==> run_1/power_grid.png <==
Pins as bars on the die edge. Tap cells in grey.
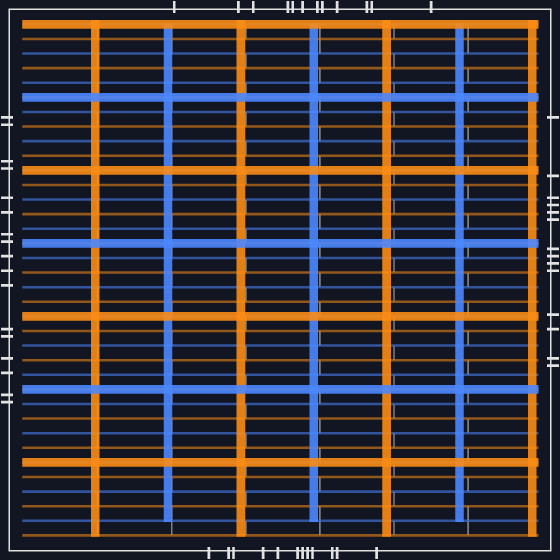
==> run_1/layer_met2.png <==
The bar under the picture is 20 um long.
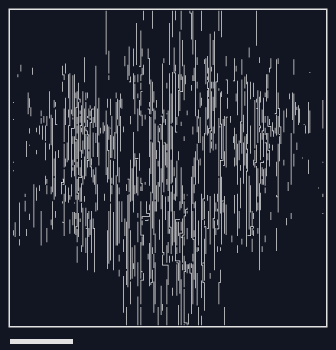
==> run_1/clk_routes.png <==
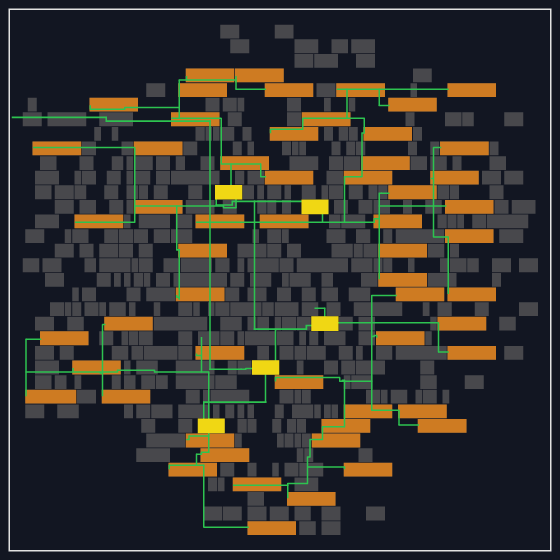
$ cat src/rtl/fp_special_stage.sv
// Front stage of the FP square-root pipeline: classifies each operand, resolves its
// special-case result, and hands it downstream through a 2-entry skid buffer.
module fp_special_stage #(
    parameter int unsigned EXP_W  = 5,
    parameter int unsigned MANT_W = 10,
    parameter int unsigned FTZ    = 0,
    parameter int unsigned CNT_W  = 8
) (
    input  logic              clk,
    input  logic              rst_n,
    input  logic              enable,
    input  logic              in_valid,
    output logic              in_ready,
    input  logic              sign_in,
    input  logic [EXP_W-1:0]  exp_in,
    input  logic [MANT_W-1:0] mant_in,
    output logic              out_valid,
    input  logic              out_ready,
    output logic              is_nan,
    output logic              is_pinf,
    output logic              is_zero,
    output logic              is_normal,
    output logic              is_subnormal,
    output logic              invalid,
    output logic              sign_out,
    output logic [EXP_W-1:0]  exp_out,
    output logic [MANT_W-1:0] mant_out,
    input  logic              clr_flags,
    output logic              flag_invalid,
    output logic [CNT_W-1:0]  invalid_cnt
);

    localparam logic [EXP_W-1:0]  EMAX    = {EXP_W{1'b1}};
    localparam logic [MANT_W-1:0] QBIT    = {1'b1, {(MANT_W-1){1'b0}}};
    localparam logic [CNT_W-1:0]  CNT_MAX = {CNT_W{1'b1}};

    typedef struct packed {
        logic              is_nan;
        logic              is_pinf;
        logic              is_zero;
        logic              is_normal;
        logic              is_subnormal;
        logic              invalid;
        logic              sign;
        logic [EXP_W-1:0]  exp;
        logic [MANT_W-1:0] mant;
    } entry_t;

    entry_t            res_c;
    entry_t            head_q, head_d;
    entry_t            skid_q, skid_d;
    logic              head_v_q, head_v_d;
    logic              skid_v_q, skid_v_d;
    logic              in_ready_q, in_ready_d;
    logic              flag_q, flag_d;
    logic [CNT_W-1:0]  cnt_q, cnt_d;
    logic              push_c, pop_c;
    logic              exp_zero_c, exp_max_c, mant_zero_c;

    assign exp_zero_c  = (exp_in == '0);
    assign exp_max_c   = (exp_in == EMAX);
    assign mant_zero_c = (mant_in == '0);

    // Special-case resolution; NaN is tested first so negative NaNs stay NaNs.
    always_comb begin
        res_c      = '0;
        res_c.sign = sign_in;
        res_c.exp  = exp_in;
        res_c.mant = mant_in;
        if (exp_max_c && !mant_zero_c) begin
            res_c.is_nan  = 1'b1;
            res_c.mant    = mant_in | QBIT;
            res_c.invalid = ~mant_in[MANT_W-1];
        end else if (exp_zero_c && mant_zero_c) begin
            res_c.is_zero = 1'b1;
        end else if (exp_zero_c && (FTZ != 0)) begin
            res_c.is_zero = 1'b1;
            res_c.exp     = '0;
            res_c.mant    = '0;
        end else if (sign_in) begin
            res_c.is_nan  = 1'b1;
            res_c.invalid = 1'b1;
            res_c.sign    = 1'b1;
            res_c.exp     = EMAX;
            res_c.mant    = QBIT;
        end else if (exp_max_c) begin
            res_c.is_pinf = 1'b1;
        end else if (exp_zero_c) begin
            res_c.is_subnormal = 1'b1;
        end else begin
            res_c.is_normal = 1'b1;
        end
    end

    assign push_c = enable & in_valid & in_ready_q;
    assign pop_c  = enable & head_v_q & out_ready;

    // Skid buffer: the skid entry always drains into the head before new pushes are taken.
    always_comb begin
        head_d   = head_q;
        head_v_d = head_v_q;
        skid_d   = skid_q;
        skid_v_d = skid_v_q;
        if (skid_v_q) begin
            if (pop_c) begin
                head_d   = skid_q;
                skid_v_d = 1'b0;
            end
        end else if (push_c) begin
            if (!head_v_q || pop_c) begin
                head_d   = res_c;
                head_v_d = 1'b1;
            end else begin
                skid_d   = res_c;
                skid_v_d = 1'b1;
            end
        end else if (pop_c) begin
            head_v_d = 1'b0;
        end
        in_ready_d = ~skid_v_d;
    end

    // A new invalid event takes priority over a coincident clear.
    always_comb begin
        flag_d = flag_q;
        cnt_d  = cnt_q;
        if (push_c && res_c.invalid) begin
            flag_d = 1'b1;
            if (clr_flags) begin
                cnt_d = CNT_W'(1);
            end else if (cnt_q != CNT_MAX) begin
                cnt_d = cnt_q + CNT_W'(1);
            end
        end else if (enable && clr_flags) begin
            flag_d = 1'b0;
            cnt_d  = '0;
        end
    end

    always_ff @(posedge clk or negedge rst_n) begin
        if (!rst_n) begin
            head_q     <= '0;
            head_v_q   <= 1'b0;
            skid_q     <= '0;
            skid_v_q   <= 1'b0;
            in_ready_q <= 1'b1;
            flag_q     <= 1'b0;
            cnt_q      <= '0;
        end else begin
            head_q     <= head_d;
            head_v_q   <= head_v_d;
            skid_q     <= skid_d;
            skid_v_q   <= skid_v_d;
            in_ready_q <= in_ready_d;
            flag_q     <= flag_d;
            cnt_q      <= cnt_d;
        end
    end

    assign in_ready     = in_ready_q & enable;
    assign out_valid    = head_v_q;
    assign is_nan       = head_q.is_nan;
    assign is_pinf      = head_q.is_pinf;
    assign is_zero      = head_q.is_zero;
    assign is_normal    = head_q.is_normal;
    assign is_subnormal = head_q.is_subnormal;
    assign invalid      = head_q.invalid;
    assign sign_out     = head_q.sign;
    assign exp_out      = head_q.exp;
    assign mant_out     = head_q.mant;
    assign flag_invalid = flag_q;
    assign invalid_cnt  = cnt_q;

endmodule

$ cat config.mk
export PLATFORM = sky130hd
export DESIGN_NAME = fp_special_stage
export DESIGN_NICKNAME = d
export VERILOG_FILES = /design/src/rtl/fp_special_stage.sv
export SDC_FILE = /design/constraint.sdc
export NUM_CORES = 1
export LEC_CHECK = 0
export CORE_MARGIN = 2
export CORE_UTILIZATION = 30
export DETAILED_ROUTE_END_ITERATION = 7
export SLEW_MARGIN = 25
export SYNTH_ARGS = -nofsm -noshare
export SYNTH_HDL_FRONTEND = slang
export SYNTH_SLANG_ARGS = --single-unit
$ cat constraint.sdc
create_clock -name clk -period 1.8 [get_ports clk]
set_clock_uncertainty 0.2 [all_clocks]
set_input_delay 0.18 -clock clk [delete_from_list [all_inputs] [get_ports clk]]
set_output_delay 0.18 -clock clk [all_outputs]
set_load 0.01 [all_outputs]
==> results.json, run 1 <==
{
  "ant_nets": 0,
  "required_ps": 1870,
  "flop_cell": "dfrtp_1",
  "pwr-share-seq_pct": 36.7,
  "p_sw_w": 0.00205,
  "grt_usage_pct": 16.7,
  "worstPathCellList": "and3_4, o21ai_4, a21o_1, buf_6, or4_1, nand3_1",
  "sw_frac_of_total_pct": 36.7,
  "wl_per_cell_um": 15.9,
  "cp-endpoint": "invalid_cnt[4]",
  "crit_cells": 6,
  "dpl_cell_area_sq_um": 3900,
  "grt-ovfl-total": 0,
  "start_kind": "register",
  "final-max-slew-violation-count": 0,
  "syn_to_final_growth_pct": 60.6,
  "violations": "negative setup slack",
  "die_w_um": 101,
  "fillerInstances": 878,
  "lay_top_count": "buf_4",
  "hold_path_depth": 3,
  "setup_viol": 4,
  "async_flop_share_pct": 100,
  "irDropWorstVdd_uv": 699,
  "setup_ws_ps": -110,
  "port_buffers": 54,
  "grt_pass1_wl_um": 13400,
  "place_congestion": 0.836,
  "synth_flop_count": 56,
  "rrSetupSlack_ps": -110,
  "chip_area_sq_um": 10100,
  "fin_util_pct": 49.1,
  "synth_top_cell_by_area": "dfrtp_1",
  "hold_viol_final": 0,
  "status": "finished with violations",
  "rows": 35,
  "h-tree-depth": 2,
  "r2r_start": "in_ready_q",
  "fin_area_sq_um": 4500,
  "cts_tree": "built",
  "core_area_sq_um": 9150,
  "ctsRootBufferMaster": "clkbuf_8"
}
## Picture notes: power_grid.png
[orange] VSS
[blue] VDD
met5 straps: 7
met4 straps: 7
rows: 35

## Picture notes: layer_met2.png
wire length on this layer: 4290 um
main direction: vertical
share of all routed wire: 51%
longest straight run: 49.0 um
nets with wire on the layer: 391
Total Wirelength: 8450 um
global routing usage on met2: 27.6%
vias post-DR: 2757

## Picture notes: clk_routes.png
[orange] flip-flops | count: 56
[yellow] clock drivers | count: 5
[green] clock wires | length: 783 um
routed clock nets: 6
flops lie: spread over the die

run 1: worst register-to-register path, delay by kind of cell, from the launching register on:
family	cells	cell delay, ps
simple gates	3	720
flops	1	540
buf+inv	1	130
compound gates	2	260
run 1: cell families (layout without fill, tap and decap cells):
logic type / after synthesis / in the layout / synth area share, %
buffers and inverters: 29 / 155 / 5.41
DFF: 56 / 56 / 50.1
xor gates and xnor gates: 1 / 1 / 0.313
adders and majority gates: 1 / 1 / 0.447
AOI/OAI and AO/OA: 90 / 90 / 23.2
muxes: 3 / 3 / 1.25
and+or+nand+nor: 114 / 114 / 19.3
run 1: layout make-up:
type                            instances  area, sq um  area share [%]
Tap cell                              111          139            3.09
Clock inverter                          3         27.5           0.612
Sequential cell                        56         1400            31.2
Clock buffer                            5         68.8            1.53
Timing Repair Buffer                  138         1300            28.9
Inverter                                9         33.8           0.751
Multi-Input combinational cell        209         1530            34.0
run 1: power by group through the flow:
| stage | Combinational (W) | Clock, W | Sequential [W] |
|---|---|---|---|
| after floorplan | 0.00105 | 0 | 0.00212 |
| after global placement | 0.00235 | 0 | 0.00203 |
| after detailed placement | 0.00240 | 0 | 0.00205 |
| after CTS | 0.00244 | 0.000793 | 0.00203 |
| after global routing | 0.00301 | 0.000829 | 0.00211 |
| final | 0.00277 | 0.000764 | 0.00205 |
run 1: timing repair:
item / in CTS / in global routing
pin swaps: 11 / 14
endpoints found under the hold margin: 56 / 0
hold buffers: 1 / 0
setup buffers: 3 / 14
endpoints found under the setup margin: 46 / 49
gates cloned: 0 / 2
gates resized: 39 / 50
run 1: routing by layer:
metal	share of wire, %	wire, um
met1	45	3830
met2	51	4290
met3	3.1	260
met4	0.83	70
met5	0	0
## Run 2: what changed since run 1
--- a/config.mk
+++ b/config.mk
@@ -5,7 +5,6 @@
 export SDC_FILE = /design/constraint.sdc
 export NUM_CORES = 1
 export LEC_CHECK = 0
-export CORE_MARGIN = 2
 export CORE_UTILIZATION = 30
 export DETAILED_ROUTE_END_ITERATION = 7
 export SLEW_MARGIN = 25
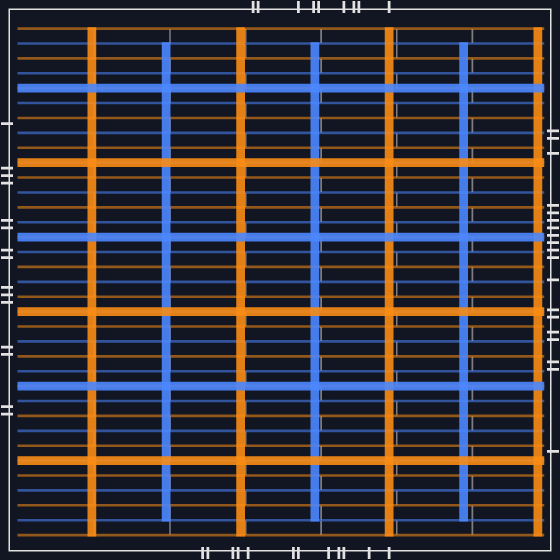
(run_2/power_grid.png)
Pins as bars on the die edge. Tap cells in grey.
[orange] VSS
[blue] VDD
met4 straps: 7
signal pins: 55
tap cells: 108
met5 straps: 6

==> results.json, run 2 <==
{
  "die_w_um": 98.6,
  "wl_met2_um": 3860,
  "wl_per_cell_um": 15.8,
  "ctsRootBufferMaster": "clkbuf_8",
  "pwr-share-seq_pct": 38.1,
  "synth_top_cell_by_area": "dfrtp_1",
  "pwr.group.clock_w": 0.000756,
  "violations": "negative setup slack",
  "port_buffers": 54,
  "grt_usage_pct": 16.9,
  "dr.max_layer_used": "met4",
  "rows": 34,
  "setup_ws_ps": -98.6,
  "start_kind": "register",
  "grt_pass1_wl_um": 13000,
  "top_power_group": "combinational logic",
  "syn_to_final_growth_pct": 54.4,
  "cts_setup_buffers": 0,
  "p_sw_w": 0.00193,
  "p_comb_w": 0.00252,
  "grt-ovfl-total": 0,
  "ctsHoldBuffers": 1,
  "required_ps": 1820,
  "h-tree-depth": 2,
  "vias": 2657,
  "setup_viol": 6,
  "hold_viol_final": 0,
  "final-max-slew-violation-count": 0,
  "cts_tree": "built",
  "status": "finished with violations",
  "hold_path_depth": 3,
  "chip_area_sq_um": 9720,
  "ant_nets": 0,
  "irDropWorstVdd_uv": 468,
  "met2_usage_pct": 27.8,
  "core_area_sq_um": 8890,
  "place_congestion": 0.856
}
[run 2: cell counts after synthesis]
No cell type changed its count.
[run 2: through the flow]
stage	power (W)	util [%]	setup slack (ps)	cell area, sq um	hold slack (ps)
floorplan	0.00317	-	-95.2	2810	-316
global placement	0.00433	43.7	-506	3880	8.12
detailed placement	0.00437	43.7	-520	3880	10.2
CTS	0.00520	46.2	-95.8	4100	138
global route	0.00566	48.6	-215	4320	105
finish	0.00529	48.6	-98.6	4320	93.4
[run 2: critical path, stage by stage (launching register included)]
cell and delay, ps:
dfrtp_1 420, ha_2 200, nand3_4 110, nor2_2 40, and4b_1 200, o31a_1 320, mux2_4 310
[run 2: layout make-up]
| class | count | area (sq um) |
|---|---|---|
| clock buffer | 5 | 68.8 |
| clock inverter | 3 | 25.0 |
| fill | 813 | 4570 |
| inverter | 9 | 33.8 |
| multi-input combinational | 209 | 1490 |
| sequential | 56 | 1400 |
| tap | 108 | 135 |
| timing repair buffer | 124 | 1160 |
[run 2: worst max path at each step]
| stage | from | to | slack [ps] |
|---|---|---|---|
| 2_1_floorplan | in_ready_q | invalid_cnt[1] | -100 |
| 3_3_place_gp | mant_in[3] | exp_out[1] | -510 |
| 3_5_place_dp | mant_in[3] | exp_out[1] | -520 |
| 4_1_cts | in_ready_q | invalid_cnt[1] | -100 |
| 5_1_grt | in_ready_q | invalid_cnt[1] | -220 |
| 6_report | invalid_cnt[1] | invalid_cnt[1] | -100 |
[run 2: kinds of logic (layout without fill, tap and decap cells)]
logic type      Yosys count  in the layout  share of synthesized area, %
compound gates           90             90                          23.2
xor+xnor                  1              1                         0.313
fa+ha+maj                 1              1                         0.447
buf+inv                  29            141                          5.41
flops                    56             56                          50.1
mux                       3              3                          1.25
simple gates            114            114                          19.3
Power and IR drop assume default switching activity.
